==> config.mk <==
export PLATFORM = sky130hd
export DESIGN_NAME = sqw_burst_sequencer
export DESIGN_NICKNAME = d
export VERILOG_FILES = /design/src/rtl/sqw_pkg.sv /design/src/rtl/sqw_period_unit.sv /design/src/rtl/sqw_burst_sequencer.sv
export SDC_FILE = /design/constraint.sdc
export NUM_CORES = 1
export LEC_CHECK = 0
export CAP_MARGIN = 30
export CORE_UTILIZATION = 40
export DETAILED_ROUTE_END_ITERATION = 8
export PLACE_DENSITY = 0.59
export SKIP_LAST_GASP = 1
export SYNTH_ARGS = -nofsm -noshare
export SYNTH_HDL_FRONTEND = slang
export SYNTH_HIERARCHICAL = 1
export SYNTH_SLANG_ARGS = --single-unit
==> constraint.sdc <==
create_clock -name clk -period 15.9 [get_ports clk]
set_input_delay 3.18 -clock clk [delete_from_list [all_inputs] [get_ports clk]]
set_output_delay 3.18 -clock clk [all_outputs]
set_load 0.01 [all_outputs]
==> src/rtl/sqw_pkg.sv <==
// Shared definitions for the square-wave burst sequencer: field widths,
// the phase state encoding, the segment table entry layout and a helper
// that tells whether an entry contributes any clocks to a burst.
package sqw_pkg;

  localparam int TICK_DIV_DEF = 5;
  localparam int M_W          = 4;
  localparam int N_W          = 4;
  localparam int REP_W        = 8;
  localparam int CNT_W        = 7;
  localparam int IDX_W        = 2;

  typedef enum logic [1:0] {
    ST_IDLE = 2'd0,
    ST_HIGH = 2'd1,
    ST_LOW  = 2'd2
  } sqw_state_e;

  typedef struct packed {
    logic [M_W-1:0]   m;
    logic [N_W-1:0]   n;
    logic [REP_W-1:0] rep;
  } sqw_entry_t;

  localparam sqw_entry_t ENTRY_NONE = '{m: 4'd0, n: 4'd0, rep: 8'd0};

  // An entry is skipped when it has no high or low time, or no periods.
  function automatic logic entry_empty(input sqw_entry_t e);
    return ((e.m == 4'd0) && (e.n == 4'd0)) || (e.rep == 8'd0);
  endfunction

endpackage

==> src/rtl/sqw_period_unit.sv <==
// Generates a single high/low period from lengths loaded on 'load'.
// period_done flags the final clock of the period so the sequencer can
// load the next period on the same edge without a gap.
module sqw_period_unit
  import sqw_pkg::*;
#(
  parameter int TICK_DIV = TICK_DIV_DEF,
  parameter int PH_W     = CNT_W
) (
  input  logic           clk,
  input  logic           clr,
  input  logic           abort,
  input  logic           load,
  input  logic [M_W-1:0] m,
  input  logic [N_W-1:0] n,
  output logic           wave,
  output logic           period_done
);

  localparam logic [PH_W-1:0] ZERO = PH_W'(0);
  localparam logic [PH_W-1:0] ONE  = PH_W'(1);
  localparam logic [PH_W-1:0] DIV  = PH_W'(TICK_DIV);

  sqw_state_e      state_r;
  logic [PH_W-1:0] cnt_r;
  logic [PH_W-1:0] n_len_r;
  logic            wave_r;
  logic [PH_W-1:0] m_len_s;
  logic [PH_W-1:0] n_len_s;

  assign m_len_s = PH_W'(m) * DIV;
  assign n_len_s = PH_W'(n) * DIV;
  assign wave    = wave_r;

  // Final clock of a period: end of HIGH with no LOW phase, or end of LOW.
  always_comb begin
    period_done = 1'b0;
    case (state_r)
      ST_HIGH: period_done = (cnt_r == ZERO) && (n_len_r == ZERO);
      ST_LOW:  period_done = (cnt_r == ZERO);
      default: period_done = 1'b0;
    endcase
  end

  // Phase state and down-counter; a load restarts the period immediately.
  always_ff @(posedge clk or posedge clr) begin
    if (clr) begin
      state_r <= ST_IDLE;
      cnt_r   <= ZERO;
      n_len_r <= ZERO;
      wave_r  <= 1'b0;
    end else if (abort) begin
      state_r <= ST_IDLE;
      cnt_r   <= ZERO;
      n_len_r <= ZERO;
      wave_r  <= 1'b0;
    end else if (load) begin
      n_len_r <= n_len_s;
      if (m_len_s != ZERO) begin
        state_r <= ST_HIGH;
        cnt_r   <= m_len_s - ONE;
        wave_r  <= 1'b1;
      end else begin
        state_r <= ST_LOW;
        cnt_r   <= n_len_s - ONE;
        wave_r  <= 1'b0;
      end
    end else begin
      case (state_r)
        ST_HIGH: begin
          if (cnt_r == ZERO) begin
            if (n_len_r != ZERO) begin
              state_r <= ST_LOW;
              cnt_r   <= n_len_r - ONE;
            end else begin
              state_r <= ST_IDLE;
            end
            wave_r <= 1'b0;
          end else begin
            cnt_r <= cnt_r - ONE;
          end
        end
        ST_LOW: begin
          if (cnt_r == ZERO) begin
            state_r <= ST_IDLE;
          end else begin
            cnt_r <= cnt_r - ONE;
          end
          wave_r <= 1'b0;
        end
        default: begin
          state_r <= ST_IDLE;
          cnt_r   <= ZERO;
          wave_r  <= 1'b0;
        end
      endcase
    end
  end

endmodule

==> src/rtl/sqw_burst_sequencer.sv <==
// Square-wave burst sequencer: plays entries 0..seg_last of a small segment
// table, each entry giving m high / n low time units repeated rep times.
// Start is sampled in idle; the first phase appears one clock later.
// Optional build macro SQW_SEQ_LOOP_EN: wrap to the first non-empty entry
// after the last one instead of completing, ending only on stop or clr.
module sqw_burst_sequencer
  import sqw_pkg::*;
#(
  parameter int TICK_DIV = TICK_DIV_DEF,
  parameter int DEPTH    = 4
) (
  input  logic             clk,
  input  logic             clr,
  input  logic             start,
  input  logic             stop,
  input  logic             wr_en,
  input  logic [IDX_W-1:0] wr_addr,
  input  logic [M_W-1:0]   wr_m,
  input  logic [N_W-1:0]   wr_n,
  input  logic [REP_W-1:0] wr_rep,
  input  logic [IDX_W-1:0] seg_last,
  output logic             waveform,
  output logic             busy,
  output logic             done,
  output logic [IDX_W-1:0] seg_idx
);

  localparam int PH_CALC = $clog2(((1 << M_W) - 1) * TICK_DIV + 1);
  localparam int PH_W    = (PH_CALC > CNT_W) ? PH_CALC : CNT_W;

  sqw_entry_t       tab_r [DEPTH];
  logic             launch_r;
  logic [IDX_W-1:0] seg_last_r;
  logic [IDX_W-1:0] cur_idx_r;
  logic [REP_W-1:0] rep_cnt_r;
  logic             busy_r;
  logic             done_r;

  logic             first_found_s;
  logic [IDX_W-1:0] first_idx_s;
  logic             next_found_s;
  logic [IDX_W-1:0] next_idx_s;
  logic             load_s;
  logic [IDX_W-1:0] load_idx_s;
  logic             same_s;
  logic             finish_s;
  logic             period_done_s;
  logic             wave_s;

  assign waveform = wave_s;
  assign busy     = busy_r;
  assign done     = done_r;
  assign seg_idx  = cur_idx_r;

  // Segment table: written only outside a burst, emptied by clr.
  always_ff @(posedge clk or posedge clr) begin
    if (clr) begin
      for (int i = 0; i < DEPTH; i++) begin
        tab_r[i] <= ENTRY_NONE;
      end
    end else if (wr_en && !busy_r && (int'(wr_addr) < DEPTH)) begin
      tab_r[wr_addr] <= '{m: wr_m, n: wr_n, rep: wr_rep};
    end else begin
      tab_r <= tab_r;
    end
  end

  // Lowest non-empty entry in 0..seg_last, and lowest above the active one.
  always_comb begin
    first_found_s = 1'b0;
    first_idx_s   = 2'd0;
    next_found_s  = 1'b0;
    next_idx_s    = 2'd0;
    for (int i = DEPTH - 1; i >= 0; i--) begin
      if ((i <= int'(seg_last_r)) && !entry_empty(tab_r[i])) begin
        first_found_s = 1'b1;
        first_idx_s   = IDX_W'(i);
      end else begin
      end
      if ((i > int'(cur_idx_r)) && (i <= int'(seg_last_r)) && !entry_empty(tab_r[i])) begin
        next_found_s = 1'b1;
        next_idx_s   = IDX_W'(i);
      end else begin
      end
    end
  end

  // Decide what follows a launch or the last clock of a period.
  always_comb begin
    load_s     = 1'b0;
    load_idx_s = cur_idx_r;
    same_s     = 1'b0;
    finish_s   = 1'b0;
    if (stop) begin
      load_s = 1'b0;
    end else if (launch_r) begin
      if (first_found_s) begin
        load_s     = 1'b1;
        load_idx_s = first_idx_s;
      end else begin
        finish_s = 1'b1;
      end
    end else if (busy_r && period_done_s) begin
      if (rep_cnt_r > 8'd1) begin
        load_s = 1'b1;
        same_s = 1'b1;
      end else if (next_found_s) begin
        load_s     = 1'b1;
        load_idx_s = next_idx_s;
      end else begin
`ifdef SQW_SEQ_LOOP_EN
        load_s     = 1'b1;
        load_idx_s = first_idx_s;
`else
        finish_s = 1'b1;
`endif
      end
    end else begin
      load_s = 1'b0;
    end
  end

  // Burst control: launch, segment/repeat bookkeeping, completion and abort.
  always_ff @(posedge clk or posedge clr) begin
    if (clr) begin
      launch_r   <= 1'b0;
      seg_last_r <= 2'd0;
      cur_idx_r  <= 2'd0;
      rep_cnt_r  <= 8'd0;
      busy_r     <= 1'b0;
      done_r     <= 1'b0;
    end else begin
      done_r <= 1'b0;
      if (stop) begin
        launch_r <= 1'b0;
        busy_r   <= 1'b0;
      end else if (launch_r || (busy_r && period_done_s)) begin
        launch_r <= 1'b0;
        if (load_s) begin
          busy_r    <= 1'b1;
          cur_idx_r <= load_idx_s;
          rep_cnt_r <= same_s ? (rep_cnt_r - 8'd1) : tab_r[load_idx_s].rep;
        end else begin
          busy_r <= 1'b0;
          done_r <= finish_s;
        end
      end else if (!busy_r && start) begin
        launch_r   <= 1'b1;
        seg_last_r <= seg_last;
      end else begin
        launch_r <= launch_r;
      end
    end
  end

  sqw_period_unit #(
    .TICK_DIV (TICK_DIV),
    .PH_W     (PH_W)
  ) u_period (
    .clk         (clk),
    .clr         (clr),
    .abort       (stop),
    .load        (load_s),
    .m           (tab_r[load_idx_s].m),
    .n           (tab_r[load_idx_s].n),
    .wave        (wave_s),
    .period_done (period_done_s)
  );

endmodule

==> run_1/m1.png <==
Supply wires on this layer in gray. Cells faint in the background.
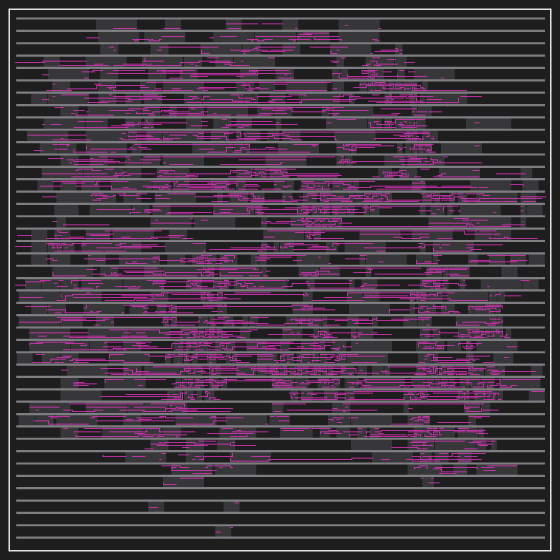
544 nets have wire on it. The wires run mostly horizontal. The layer holds 49% of the routed length. The longest straight run is 43.7 um. The layer carries 6,450 um of wire.

==> run_1/m2.png <==
Cells faint in the background.
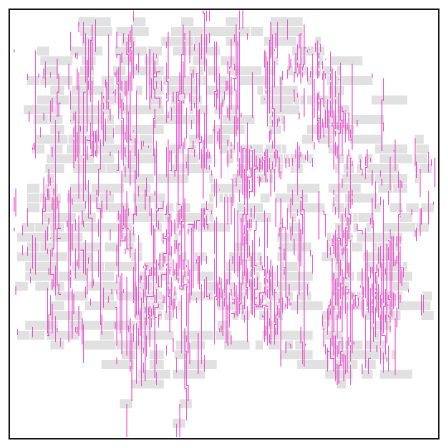
The longest straight run is 43.5 um. The layer holds 45% of the routed length. The layer carries 5,990 um of wire.

==> notes.org, run 1 <==
#+TITLE: Flow metrics

** Status
- The run finished with clean final reports.

** Clock tree
- In this run the clock root is driven by a sky130_fd_sc_hd__clkbuf_16.
- The CTS log lists the clock sinks for this run as 96.
- Clock-pin slew of the registers on the worst-case setup and hold paths :: roughly 0.070 ns
- Worst-case clock buffer depth :: 2
- TritonCTS built the clock tree.
- Per the CTS log, the maximum H-tree level is 3.

** Cells and area
- The layout report lists the clock-cell share of area as 0.04656.
- Final net count :: 591
- Number of buffers outside the clock class in the layout :: 35
- Seq area share :: 0.3837
- Count of non-filler cells in the finished layout :: about 730

** Yosys
- Area leader, netlist :: sky130_fd_sc_hd__dfrtp_1
- During synthesis, Yosys emitted a total of 6 warnings.
- Count of flip-flops with a built-in enable after synthesis :: 0
- Of the post-synthesis cell area, the part taken by muxes is 0.1902.
- Top logic family :: multiplexers
- For this run, asynchronously set or reset flops after synthesis account for 1.000.
- Dominant register cell :: sky130_fd_sc_hd__dfrtp_1
- Per the synthesis report, the number of distinct cell types is about 65.

** Global route
- Global-route wire length before repair :: roughly 22,000 um
- Leftover overflow at the end of global routing :: 0
- GR peak layer :: met2
- On met3, the global router reports a usage of 0.04550.

** Critical path
- The timing report attributes the biggest portion of critical-path delay to simple AND/OR/NAND/NOR gates.
- CP max FO :: 29
- The timing report notes that buffer and inverter cells on the critical path total 3.
- On the critical path, the stage with the largest delay is an instance of sky130_fd_sc_hd__inv_1.
- Critical Path Source :: stop
- Internal reg-to-reg setup slack :: 8.96 ns
- The worst register-to-register path depth is 21.
- The worst setup path is captured at a register.
- Max stage delay on crit path :: 0.67 ns
- The required time at the worst endpoint is listed as 16.17 ns.

** Drt
- Routed signal wires occupy layers up through met4.
- The first detailed-routing pass ran for 5 iterations.

** Place
- After detailed placement, the design holds a cell count of 713.

** Worst hold path
- Class of the worst hold path :: register to register

** Power and ir drop
- The highest supply drop recorded on VDD is between 0.00008 and 0.00009 V.
- Clock power frac :: 0.225
- The power report lists the combinational group at 0.368 mW.
- PD cells :: around 150 nW/um^2

** Die
- Width of the chip :: 118.8 um
- Vertical die size :: 118.8 um
- Tapcell count :: 176
- Total Die Area :: 14,120 um^2

** Final timing
- Fin. max-slew vios :: 0
- Setup slack on the critical path of the routed design comes to 8.027 ns.
- Across the routed clock network, the largest skew measured is about 0.011 ns.
==> run_1/port_trees.png <==
Scale bar: 20 um.
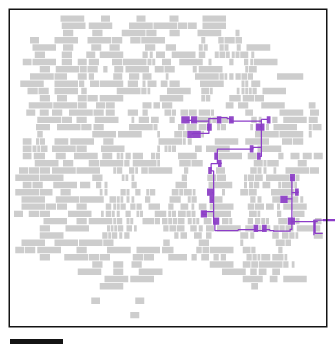
`stop`: shown in purple, bits 1, direction input, end cells 24, buffers 2, wire 204 um.

==> run_1/ff_map.png <==
Other sequential cells in the stronger gray, the rest of the logic in the fainter gray.
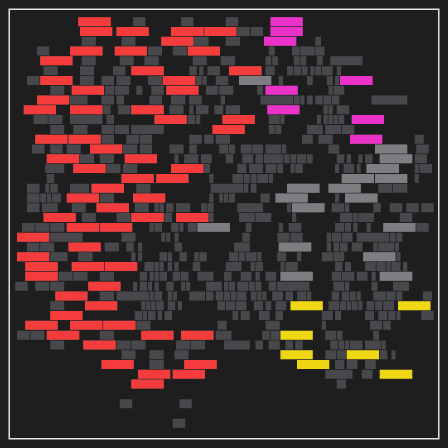
`tab_r`: shown in red, flops 64. `rep_cnt_r`: shown in magenta, flops 8. `u_period/cnt_r`: shown in yellow, flops 7.
Another 17 sequential cells are not colored.

==> run_1/congestion_map.png <==
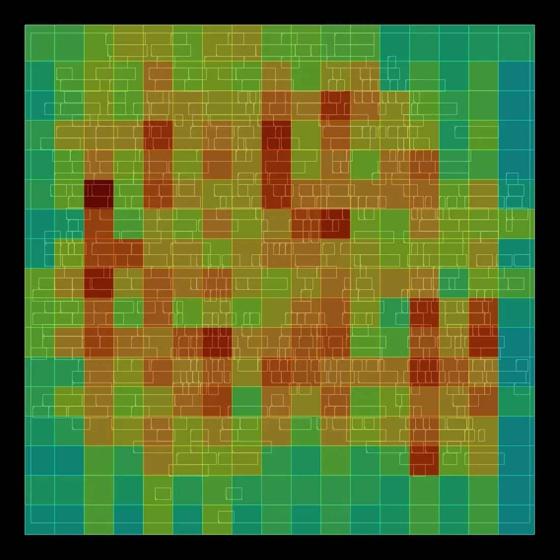

==> run 2, diff against run 1 <==
PLACE_DENSITY = 0.61   (was 0.59)
clock period = 7.2 ns   (was 15.9 ns; I/O delays follow)
==> run_2/congestion_map.png <==
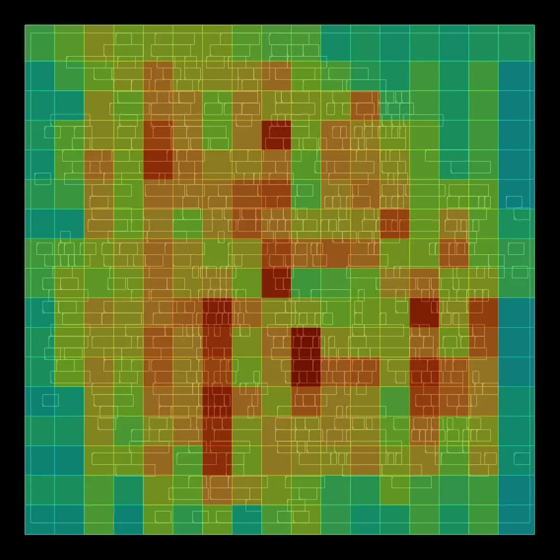
mean routed wirelength per cell: 18.08 um
met2 Resource Use GR: 0.3056
met1 Track Usage GR: 0.2732
GR Layer Usage met3: 0.03257
GR peak layer: met2

==> run_2/ff_map.png <==
Other sequential cells in the stronger gray, the rest of the logic in the fainter gray.
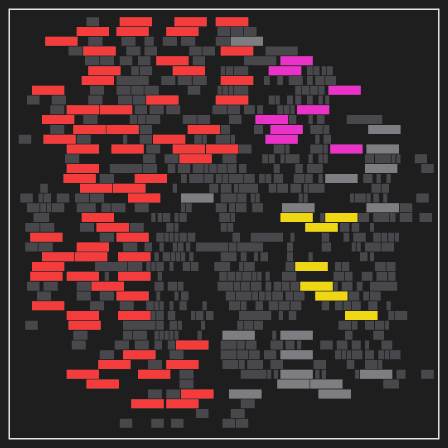
`u_period/cnt_r`: shown in yellow, flops 7, where right middle. `rep_cnt_r`: shown in magenta, flops 8. `tab_r`: shown in red, flops 64.

==> run 2 against run 1 <==
  * Area after synthesis stayed put
  * Critical path depth is 5 higher
  * Critical endpoint unchanged
  * Final area is 0.40% lower
  * Via count is 0.43% higher
  * Synthesized cell count stayed put
  * Global-route usage is 0.26 points lower
  * Die area stayed put
  * Sequential power is 120% higher
  * First-iteration DRC count stayed put
==> notes.org, run 2 <==
#+TITLE: Flow metrics

** Critical path
- Worst endpoint required time :: 7.46 ns (-8.71 ns)
- The kind of cell with the highest combined delay along the critical path is simple AND/OR/NAND/NOR gates.
- The length in cells of the worst reg-to-reg path came to 21 (unchanged).
- The slack of the worst reg-to-reg path is 0.82 ns (-8.14 ns).
- Max stage delay on crit path :: 0.64 ns (-0.03 ns)
- CP max FO :: 16 (-45%)
- Buf/Inv on CP :: 2 (-1)
- The slowest stage of the critical path belongs to the cell sky130_fd_sc_hd__or4_1.

** Die
- Total Die Area :: 14,120 um^2 (unchanged)
- Width of the chip :: 118.8 um (unchanged)
- The well tap count came to 176 (unchanged).

** Final timing
- Final hold violation count :: 0
- The number of pins with negative max-slew slack in the final report came to 0 (unchanged).
- Worst Skew :: 0.008749 ns (-0.002271 ns)
- Final setup slack of the worst path :: 0.8153 ns (-7.212 ns)
- For the final routed database, the setup TNS stands at 0 ns.

** Power and ir drop
- Peak supply drop :: 0.0001374 V (+60%)
- The combinational logic power came to 0.816 mW (+120%).
- PD cells :: 330.2 nW/um^2 (+120%)
- The clock network fraction of total power is 0.216 (-0.009).

** Yosys
- The share of synthesized registers carrying an async set or reset was 1.000 (unchanged).
- The number of warning messages in the yosys log was 6 (unchanged).
- The number of distinct standard cells referenced by the synthesized netlist came to 65 (unchanged).
- Of all cell types, the one taking the most synthesized area is sky130_fd_sc_hd__dfrtp_1.
- Top logic family :: multiplexers
- Mux contribution to synthesized area :: 0.1902 (unchanged)

** Drt
- Length of the first detailed-routing pass in iterations :: 5 (unchanged)
- The detailed router used layers up to and including met4.

** Clock tree
- Clock-pin slew of the registers on the worst-case setup and hold paths :: 0.07 ns (about the same)
- Library cell used as clock root buffer :: sky130_fd_sc_hd__clkbuf_16
- TritonCTS clock tree :: yes
- Worst-case clock buffer depth :: 2 (unchanged)
- The number of clock sinks seen by CTS is 96 (unchanged).
- Number of H-tree branching levels :: 3 (unchanged)

** Worst hold path
- Class of the worst hold path :: register to register

** Status
- The flow ran to the end, and the final reports show no timing, DRC or antenna violations.

** Cells and area
- Final antenna diode count :: 0
- The post-layout instance count excluding filler cells is 731 (unchanged).
- Number of buffers outside the clock class in the layout :: 35 (unchanged)
- Most numerous logic cell after layout :: sky130_fd_sc_hd__dfrtp_1
- Seq area share :: 0.3852 (+0.001539)
- Final net count :: 591 (unchanged)

** Global route
- The remaining global-route overflow came to 0 (unchanged).
- The wire length of the first global-routing pass came to 21,680 um (-1.4%).

** Place
- The number of placed instances with taps included is 714 (+0.14%).
==> run_2/port_trees.png <==
Scale bar: 20 um.
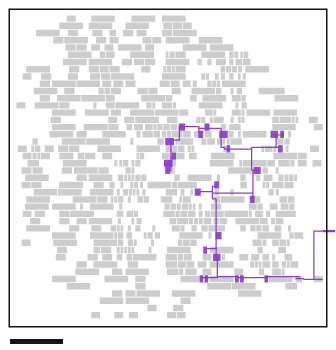
`stop`: shown in purple, bits 1, direction input, end cells 24, buffers 2, wire 236 um.

Power and IR drop assume default switching activity.
